layer_met2.png
Scale bar: 50 µm.
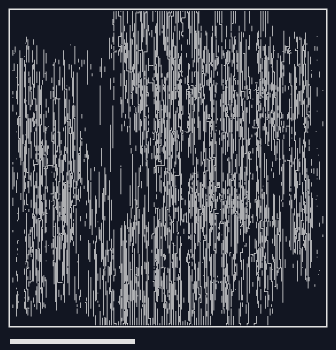
clk_routes.png
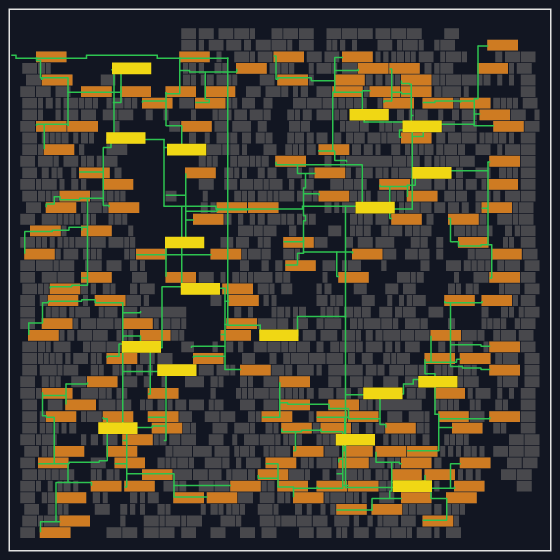
placement_by_type.png
Scale bar: 50 µm. Fill, decap, tap and diode cells in gray.
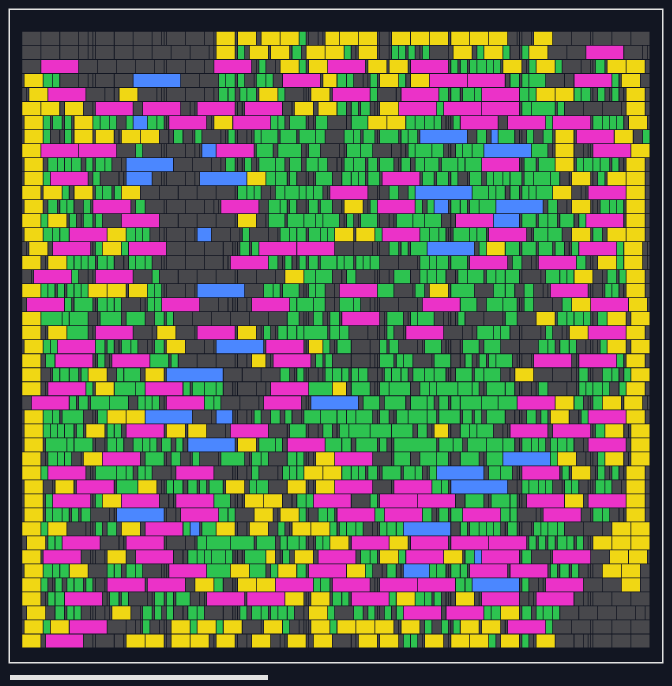
`src/rtl/lsu_wb_stage_if.sv`:
```
// Bundle of the execute-side handshake, data-memory port and writeback port
// of the memory/writeback stage. The stage connects through the slave modport.
interface lsu_wb_stage_if #(
  parameter int unsigned AWIDTH = 32,
  parameter int unsigned DWIDTH = 32
);
  // Execute bundle
  logic              ex_valid_i;
  logic              ex_ready_o;
  logic [AWIDTH-1:0] ex_pc_i;
  logic [DWIDTH-1:0] ex_alu_res_i;
  logic [DWIDTH-1:0] ex_rs2data_i;
  logic [2:0]        ex_funct3_i;
  logic [4:0]        ex_rd_i;
  logic              ex_regwren_i;
  logic              ex_memren_i;
  logic              ex_memwren_i;
  logic [1:0]        ex_wbsel_i;
  // Data memory port
  logic              dmem_req_o;
  logic              dmem_gnt_i;
  logic              dmem_we_o;
  logic [AWIDTH-1:0] dmem_addr_o;
  logic [DWIDTH-1:0] dmem_wdata_o;
  logic [3:0]        dmem_be_o;
  logic              dmem_rvalid_i;
  logic [DWIDTH-1:0] dmem_rdata_i;
  // Writeback port
  logic              wb_valid_o;
  logic              wb_regwren_o;
  logic [4:0]        wb_rd_o;
  logic [DWIDTH-1:0] wb_data_o;
  logic              fault_o;

  modport slave (
    input  ex_valid_i, ex_pc_i, ex_alu_res_i, ex_rs2data_i, ex_funct3_i, ex_rd_i,
    input  ex_regwren_i, ex_memren_i, ex_memwren_i, ex_wbsel_i,
    output ex_ready_o,
    output dmem_req_o, dmem_we_o, dmem_addr_o, dmem_wdata_o, dmem_be_o,
    input  dmem_gnt_i, dmem_rvalid_i, dmem_rdata_i,
    output wb_valid_o, wb_regwren_o, wb_rd_o, wb_data_o, fault_o
  );

  modport master (
    output ex_valid_i, ex_pc_i, ex_alu_res_i, ex_rs2data_i, ex_funct3_i, ex_rd_i,
    output ex_regwren_i, ex_memren_i, ex_memwren_i, ex_wbsel_i,
    input  ex_ready_o,
    input  dmem_req_o, dmem_we_o, dmem_addr_o, dmem_wdata_o, dmem_be_o,
    output dmem_gnt_i, dmem_rvalid_i, dmem_rdata_i,
    input  wb_valid_o, wb_regwren_o, wb_rd_o, wb_data_o, fault_o
  );
endinterface

```
`src/rtl/lsu_wb_stage.sv`:
```
// Memory-access and writeback stage: takes one execute bundle at a time,
// performs the load/store over a req/gnt/rvalid port, and emits a one-cycle
// writeback pulse with aligned/extended data.
module lsu_wb_stage #(
  parameter int unsigned AWIDTH = 32,
  parameter int unsigned DWIDTH = 32
) (
  input logic          clk,
  input logic          reset,
  lsu_wb_stage_if.slave bus
);

  typedef enum logic [1:0] {StIdle, StReq, StWait, StDone} state_e;

  state_e            state_q, state_d;
  logic [AWIDTH-1:0] pc_q;
  logic [DWIDTH-1:0] alu_q, rs2_q, rdata_q;
  logic [2:0]        funct3_q;
  logic [4:0]        rd_q;
  logic              regwren_q, store_q, fault_q;
  logic [1:0]        wbsel_q;

  logic accept, acc_mem, acc_fault;
  logic [1:0] byte_off;
  logic [DWIDTH-1:0] load_shift, load_data;
  logic [AWIDTH-1:0] pc_plus4;

  assign accept   = bus.ex_valid_i && (state_q == StIdle);
  assign acc_mem  = bus.ex_memren_i || bus.ex_memwren_i;
  assign byte_off = alu_q[1:0];

  // Legality/alignment check of the incoming op; memwren wins over memren.
  always_comb begin
    acc_fault = 1'b0;
    if (bus.ex_memwren_i) begin
      unique case (bus.ex_funct3_i)
        3'b000:  acc_fault = 1'b0;
        3'b001:  acc_fault = bus.ex_alu_res_i[0];
        3'b010:  acc_fault = (bus.ex_alu_res_i[1:0] != 2'b00);
        default: acc_fault = 1'b1;
      endcase
    end else if (bus.ex_memren_i) begin
      unique case (bus.ex_funct3_i)
        3'b000, 3'b100: acc_fault = 1'b0;
        3'b001, 3'b101: acc_fault = bus.ex_alu_res_i[0];
        3'b010:         acc_fault = (bus.ex_alu_res_i[1:0] != 2'b00);
        default:        acc_fault = 1'b1;
      endcase
    end
  end

  // Next-state logic.
  always_comb begin
    state_d = state_q;
    unique case (state_q)
      StIdle: if (accept) state_d = (acc_mem && !acc_fault) ? StReq : StDone;
      StReq:  if (bus.dmem_gnt_i) state_d = store_q ? StDone : StWait;
      StWait: if (bus.dmem_rvalid_i) state_d = StDone;
      StDone: state_d = StIdle;
      default: state_d = StIdle;
    endcase
  end

  // State register plus bundle capture at accept and read data capture in wait.
  always_ff @(posedge clk) begin
    if (reset) begin
      state_q   <= StIdle;
      pc_q      <= '0;
      alu_q     <= '0;
      rs2_q     <= '0;
      rdata_q   <= '0;
      funct3_q  <= '0;
      rd_q      <= '0;
      regwren_q <= 1'b0;
      store_q   <= 1'b0;
      fault_q   <= 1'b0;
      wbsel_q   <= '0;
    end else begin
      state_q <= state_d;
      if (accept) begin
        pc_q      <= bus.ex_pc_i;
        alu_q     <= bus.ex_alu_res_i;
        rs2_q     <= bus.ex_rs2data_i;
        funct3_q  <= bus.ex_funct3_i;
        rd_q      <= bus.ex_rd_i;
        regwren_q <= bus.ex_regwren_i;
        store_q   <= bus.ex_memwren_i;
        fault_q   <= acc_fault;
        wbsel_q   <= bus.ex_wbsel_i;
      end
      if (state_q == StWait && bus.dmem_rvalid_i) rdata_q <= bus.dmem_rdata_i;
    end
  end

  // Memory request: driven purely from captured state so it holds until grant.
  always_comb begin
    bus.dmem_req_o   = (state_q == StReq);
    bus.dmem_we_o    = store_q;
    bus.dmem_addr_o  = alu_q[AWIDTH-1:0] & ~AWIDTH'(3);
    bus.dmem_wdata_o = rs2_q;
    bus.dmem_be_o    = 4'b1111;
    if (store_q) begin
      unique case (funct3_q[1:0])
        2'b00: begin
          bus.dmem_wdata_o = {4{rs2_q[7:0]}};
          bus.dmem_be_o    = 4'b0001 << byte_off;
        end
        2'b01: begin
          bus.dmem_wdata_o = {2{rs2_q[15:0]}};
          bus.dmem_be_o    = 4'b0011 << byte_off;
        end
        default: begin
          bus.dmem_wdata_o = rs2_q;
          bus.dmem_be_o    = 4'b1111;
        end
      endcase
    end
  end

  // Load alignment and extension, then writeback source select.
  always_comb begin
    load_shift = rdata_q >> {byte_off, 3'b000};
    unique case (funct3_q)
      3'b000:  load_data = {{24{load_shift[7]}}, load_shift[7:0]};
      3'b001:  load_data = {{16{load_shift[15]}}, load_shift[15:0]};
      3'b100:  load_data = {24'd0, load_shift[7:0]};
      3'b101:  load_data = {16'd0, load_shift[15:0]};
      default: load_data = load_shift;
    endcase
    pc_plus4 = pc_q + AWIDTH'(4);
    unique case (wbsel_q)
      2'd1:    bus.wb_data_o = load_data;
      2'd2:    bus.wb_data_o = DWIDTH'(pc_plus4);
      default: bus.wb_data_o = alu_q;
    endcase
  end

  assign bus.ex_ready_o   = (state_q == StIdle);
  assign bus.wb_valid_o   = (state_q == StDone);
  assign bus.wb_rd_o      = rd_q;
  assign bus.wb_regwren_o = regwren_q && (rd_q != 5'd0) && !fault_q && !store_q;
  assign bus.fault_o      = fault_q;

endmodule
```
`src/flat_wrapper.sv`:
```
// flat-port wrapper written by rule: the top's interface ports become plain ports
module lsu_wb_stage_flat 
#(
  parameter int unsigned AWIDTH = 32,
  parameter int unsigned DWIDTH = 32
)
  (clk, reset, bus_ex_valid_i, bus_ex_pc_i, bus_ex_alu_res_i, bus_ex_rs2data_i, bus_ex_funct3_i, bus_ex_rd_i, bus_ex_regwren_i, bus_ex_memren_i, bus_ex_memwren_i, bus_ex_wbsel_i, bus_ex_ready_o, bus_dmem_req_o, bus_dmem_we_o, bus_dmem_addr_o, bus_dmem_wdata_o, bus_dmem_be_o, bus_dmem_gnt_i, bus_dmem_rvalid_i, bus_dmem_rdata_i, bus_wb_valid_o, bus_wb_regwren_o, bus_wb_rd_o, bus_wb_data_o, bus_fault_o);
  lsu_wb_stage_if #(.AWIDTH(AWIDTH), .DWIDTH(DWIDTH)) bus_i ();
  input logic clk;
  input logic reset;
  input wire logic [$bits(bus_i.ex_valid_i)-1:0] bus_ex_valid_i;
  input wire logic [$bits(bus_i.ex_pc_i)-1:0] bus_ex_pc_i;
  input wire logic [$bits(bus_i.ex_alu_res_i)-1:0] bus_ex_alu_res_i;
  input wire logic [$bits(bus_i.ex_rs2data_i)-1:0] bus_ex_rs2data_i;
  input wire logic [$bits(bus_i.ex_funct3_i)-1:0] bus_ex_funct3_i;
  input wire logic [$bits(bus_i.ex_rd_i)-1:0] bus_ex_rd_i;
  input wire logic [$bits(bus_i.ex_regwren_i)-1:0] bus_ex_regwren_i;
  input wire logic [$bits(bus_i.ex_memren_i)-1:0] bus_ex_memren_i;
  input wire logic [$bits(bus_i.ex_memwren_i)-1:0] bus_ex_memwren_i;
  input wire logic [$bits(bus_i.ex_wbsel_i)-1:0] bus_ex_wbsel_i;
  output wire logic [$bits(bus_i.ex_ready_o)-1:0] bus_ex_ready_o;
  output wire logic [$bits(bus_i.dmem_req_o)-1:0] bus_dmem_req_o;
  output wire logic [$bits(bus_i.dmem_we_o)-1:0] bus_dmem_we_o;
  output wire logic [$bits(bus_i.dmem_addr_o)-1:0] bus_dmem_addr_o;
  output wire logic [$bits(bus_i.dmem_wdata_o)-1:0] bus_dmem_wdata_o;
  output wire logic [$bits(bus_i.dmem_be_o)-1:0] bus_dmem_be_o;
  input wire logic [$bits(bus_i.dmem_gnt_i)-1:0] bus_dmem_gnt_i;
  input wire logic [$bits(bus_i.dmem_rvalid_i)-1:0] bus_dmem_rvalid_i;
  input wire logic [$bits(bus_i.dmem_rdata_i)-1:0] bus_dmem_rdata_i;
  output wire logic [$bits(bus_i.wb_valid_o)-1:0] bus_wb_valid_o;
  output wire logic [$bits(bus_i.wb_regwren_o)-1:0] bus_wb_regwren_o;
  output wire logic [$bits(bus_i.wb_rd_o)-1:0] bus_wb_rd_o;
  output wire logic [$bits(bus_i.wb_data_o)-1:0] bus_wb_data_o;
  output wire logic [$bits(bus_i.fault_o)-1:0] bus_fault_o;
  assign bus_i.ex_valid_i = bus_ex_valid_i;
  assign bus_i.ex_pc_i = bus_ex_pc_i;
  assign bus_i.ex_alu_res_i = bus_ex_alu_res_i;
  assign bus_i.ex_rs2data_i = bus_ex_rs2data_i;
  assign bus_i.ex_funct3_i = bus_ex_funct3_i;
  assign bus_i.ex_rd_i = bus_ex_rd_i;
  assign bus_i.ex_regwren_i = bus_ex_regwren_i;
  assign bus_i.ex_memren_i = bus_ex_memren_i;
  assign bus_i.ex_memwren_i = bus_ex_memwren_i;
  assign bus_i.ex_wbsel_i = bus_ex_wbsel_i;
  assign bus_ex_ready_o = bus_i.ex_ready_o;
  assign bus_dmem_req_o = bus_i.dmem_req_o;
  assign bus_dmem_we_o = bus_i.dmem_we_o;
  assign bus_dmem_addr_o = bus_i.dmem_addr_o;
  assign bus_dmem_wdata_o = bus_i.dmem_wdata_o;
  assign bus_dmem_be_o = bus_i.dmem_be_o;
  assign bus_i.dmem_gnt_i = bus_dmem_gnt_i;
  assign bus_i.dmem_rvalid_i = bus_dmem_rvalid_i;
  assign bus_i.dmem_rdata_i = bus_dmem_rdata_i;
  assign bus_wb_valid_o = bus_i.wb_valid_o;
  assign bus_wb_regwren_o = bus_i.wb_regwren_o;
  assign bus_wb_rd_o = bus_i.wb_rd_o;
  assign bus_wb_data_o = bus_i.wb_data_o;
  assign bus_fault_o = bus_i.fault_o;
  lsu_wb_stage #(.AWIDTH(AWIDTH), .DWIDTH(DWIDTH)) u_core (.clk(clk), .reset(reset), .bus(bus_i));
endmodule
```
`config.mk`:
```
export PLATFORM = sky130hd
export DESIGN_NAME = lsu_wb_stage_flat
export DESIGN_NICKNAME = d
export VERILOG_FILES = /design/src/rtl/lsu_wb_stage_if.sv /design/src/rtl/lsu_wb_stage.sv /design/src/flat_wrapper.sv
export SDC_FILE = /design/constraint.sdc
export NUM_CORES = 1
export LEC_CHECK = 0
export CAP_MARGIN = 5
export CORE_MARGIN = 2
export CORE_UTILIZATION = 50
export CTS_CLUSTER_SIZE = 28
export DETAILED_ROUTE_END_ITERATION = 10
export GPL_TIMING_DRIVEN = 1
export PLACE_DENSITY = 0.87
export RECOVER_POWER = 50
export SLEW_MARGIN = 0
export SYNTH_ARGS = -nofsm -noshare
export SYNTH_HDL_FRONTEND = slang
export SYNTH_SLANG_ARGS = --single-unit
```
`constraint.sdc`:
```
create_clock -name clk -period 6.4 [get_ports clk]
set_input_delay 0.96 -clock clk [delete_from_list [all_inputs] [get_ports clk]]
set_output_delay 0.96 -clock clk [all_outputs]
set_load 0.005 [all_outputs]
```
==> impl_metrics.env <==
# flow metrics
export IMPL_yosysChipArea_um2=7510
export IMPL_irDropWorstVdd_mv=0.190
export IMPL_area_growth_pct=37.9
export IMPL_wl_met2_um=12200
export IMPL_crit_end="bus_wb_data_o[31]"
export IMPL_worst_setup_path_start_kind="register"
export IMPL_finalCriticalPeriod_ps=4640
export IMPL_leakage_nw=3.82
export IMPL_final_common_cell="nand2_1"
export IMPL_endpoint_kind="output pin"
export IMPL_top_logic_kind="simple AND/OR/NAND/NOR gates"
export IMPL_grt_use_met1_pct=34.3
export IMPL_final_seq_area_um2=2860
export IMPL_grt_busiest_layer="met2"
export IMPL_fill_cells=1149
export IMPL_ys_sh_xor_pct=2.10
export IMPL_r2r_slack_ps=3350
export IMPL_cts_root_buf="clkbuf_16"
export IMPL_worstSetupPathType="reg -> out"
export IMPL_comb_area_share_pct=38.6
export IMPL_worstHoldStart="u_core.rs2_q[18]"
export IMPL_multiInputGateArea_um2=4000
export IMPL_power_density_nw_per_um2=340
export IMPL_synth_top_cells_by_count="nand2_1, a21oi_1, dfxtp_1"
export IMPL_cp_startpoint="u_core.alu_q[1]"
export IMPL_clk_pin_slew_worst_paths_ps=60
export IMPL_grtUsageMet3_pct=8.22
export IMPL_cts_buffer_depth=2
export IMPL_logic_gate_count=760
export IMPL_layout_top_cells="nand2_1, clkdlybuf4s50_1, a21oi_1"
export IMPL_worstRegToRegCells=6
export IMPL_htree_levels=4
export IMPL_finalClockPeriodUsage_pct=72.6
export IMPL_cts_tree="yes"
export IMPL_grt_pass1_vias=7543
export IMPL_switchingPower_mw=1.21
export IMPL_whs_ps=452
export IMPL_postCtsHoldBufs=0
export IMPL_pwr_share_seq_pct=35.6
export IMPL_wl_per_cell_um=18.0
export IMPL_simple_gate_area_share_pct=23.7
export IMPL_first_pass_iters=6
export IMPL_grt_pass1_wl_um=38800
export IMPL_synth_stat_cells=1037
export IMPL_io_pins=257
export IMPL_rr_endpoint="u_core.pc_q[2]"
export IMPL_maxCapViolCount=2
export IMPL_drc_errors=0
export IMPL_ctsResizeCount=0
export IMPL_worstMarginPinSlew_ps=2270
export IMPL_status="finished, violations left"
export IMPL_p_seq_mw=1.25
export IMPL_ant_nets=0
export IMPL_gp_congestion=0.972
export IMPL_clock_buffers=22
export IMPL_fmax_mhz=215
export IMPL_cp_buffers_inverters=2
export IMPL_grtUsageTotal_pct=30.5
export IMPL_setup_tns_ps=0
export IMPL_chipArea_um2=16000
export IMPL_ys_seq_share_pct=38.1
export IMPL_post_synth_top_count_cell="nand2_1"
export IMPL_synth_cell_type_count=48
export IMPL_setup_viol=0
export IMPL_p_comb_mw=1.25
export IMPL_fp_dieH_um=127
export IMPL_path_cells="mux2_2 > a221oi_1 > o21ai_0 > buf_4 > a21o_1 > o32a_1 > clkdlybuf4s50_1"
export IMPL_viasPerCell=5.71
export IMPL_routed_top_layer="met4"
export IMPL_failed_checks="capacitance limit, slew limit"
export IMPL_seq_area_share_pct=27.6
export IMPL_mux_area_share_pct=5.11
export IMPL_slowest_stage="dfxtp_1"
export IMPL_top_area_share_pct=38.1
export IMPL_switching_share_pct=34.2
export IMPL_synth_area_um2=7510
export IMPL_yosys_warnings=0
export IMPL_fp_util_pct=51.5
export IMPL_numSynthFlops=143
export IMPL_post_cts_buffers=0
export IMPL_ff_count=143
export IMPL_final_nets=1354
export IMPL_buffers=260
export IMPL_edf_count=0
export IMPL_min_to="u_core.rs2_q[18]"
export IMPL_cpPeakStageDelay_ps=1030
export IMPL_post_dp_hpwl_um=18100
export IMPL_antennaDiodeCount=0
export IMPL_io_buffers=254
export IMPL_core_um2=14600
export IMPL_hold_viol_final=0
export IMPL_syn_inst=1037
export IMPL_dr_wl_met3_um=2300
export IMPL_dominant_cells="multi-input combinational cells"
export IMPL_netlist_top_cells_area="dfxtp_1, nand2_1, a21oi_1, buf_4, clkbuf_1"
export IMPL_ys_flop_type="dfxtp_1"
export IMPL_top_area_cell="dfxtp_1"
export IMPL_gr_total_overflow=0
export IMPL_clock_area_share_pct=5.87
export IMPL_rsz0062_at_grt="false"
export IMPL_pwr_share_comb_pct=35.6
export IMPL_antenna_found_initial=0
export IMPL_syn_avg_cell_area_um2=7.24
export IMPL_min_path_cells=2
export IMPL_grt_max_degree=110
export IMPL_layout_drive_gt1_share_pct=4.78
export IMPL_yosys_area_share_aoi_pct=21.0
export IMPL_critical_path_top_delay_family="AND-OR/OR-AND gates"
export IMPL_buffer_area_share_pct=24.9
export IMPL_cts_inserted_buffers=17
export IMPL_maxSlewViolCount=143
export IMPL_required_ps=5440
export IMPL_clock_sinks=143
export IMPL_clkPwrFrac_pct=28.8
export IMPL_hold_path_class="reg -> reg"
export IMPL_adder_share_pct=1.17
export IMPL_warnings=32
export IMPL_slew_headroom_pct=-51.4
About layer_met2.png:
nets with wire on the layer: 1107
wire length on this layer: 12200 µm
share of all routed wire: 49%
longest straight run: 57.3 µm
met2 global-route usage: 52.8%
Detailed Route WL: 25100 µm
via count: 7970

About clk_routes.png:
[clock drivers] yellow | count: 17
[flip-flops] orange | count: 143
[clock wires] green | length: 1760 µm
flops lie: widely spread
routed clock nets: 18
clk pwr: 1.02 mW
worst clock skew: 8.36 ps
clock latency on the worst-skew pair: 420 ps

About placement_by_type.png:
| class | color | cells |
|---|---|---|
| combinational and other logic | green | 779 |
| flops | magenta | 143 |
| other buffers and delay cells | yellow | 260 |
| clock drivers and dummy loads | blue | 31 |
standard-cell rows: 44
Final Util: 71.0%

==> through the flow <==
step	worst slack (ps)	utilization, %	std cells	power [mW]	instance area [µm²]
after floorplan	3460	-	1038	1.93	7510
after global placement	2300	66.8	1366	2.50	9750
after detailed placement	2220	66.8	1366	2.53	9750
after CTS	1760	71.0	1397	3.54	10400
after global routing	1530	71.0	1397	3.71	10400
final	1760	71.0	1397	3.52	10400
==> state kept, by name (all words and copies together), names as in the netlist <==
| signal | flops |
|---|---|
| u_core.alu_q | 32 |
| u_core.pc_q | 32 |
| u_core.rdata_q | 32 |
| u_core.rs2_q | 32 |
| u_core.bus.wb_rd_o | 5 |
| u_core.funct3_q | 3 |
| u_core.state_q | 2 |
| u_core.wbsel_q | 2 |
| u_core.bus.dmem_we_o | 1 |
| u_core.bus.fault_o | 1 |
| u_core.regwren_q | 1 |
Power and IR drop assume default switching activity.
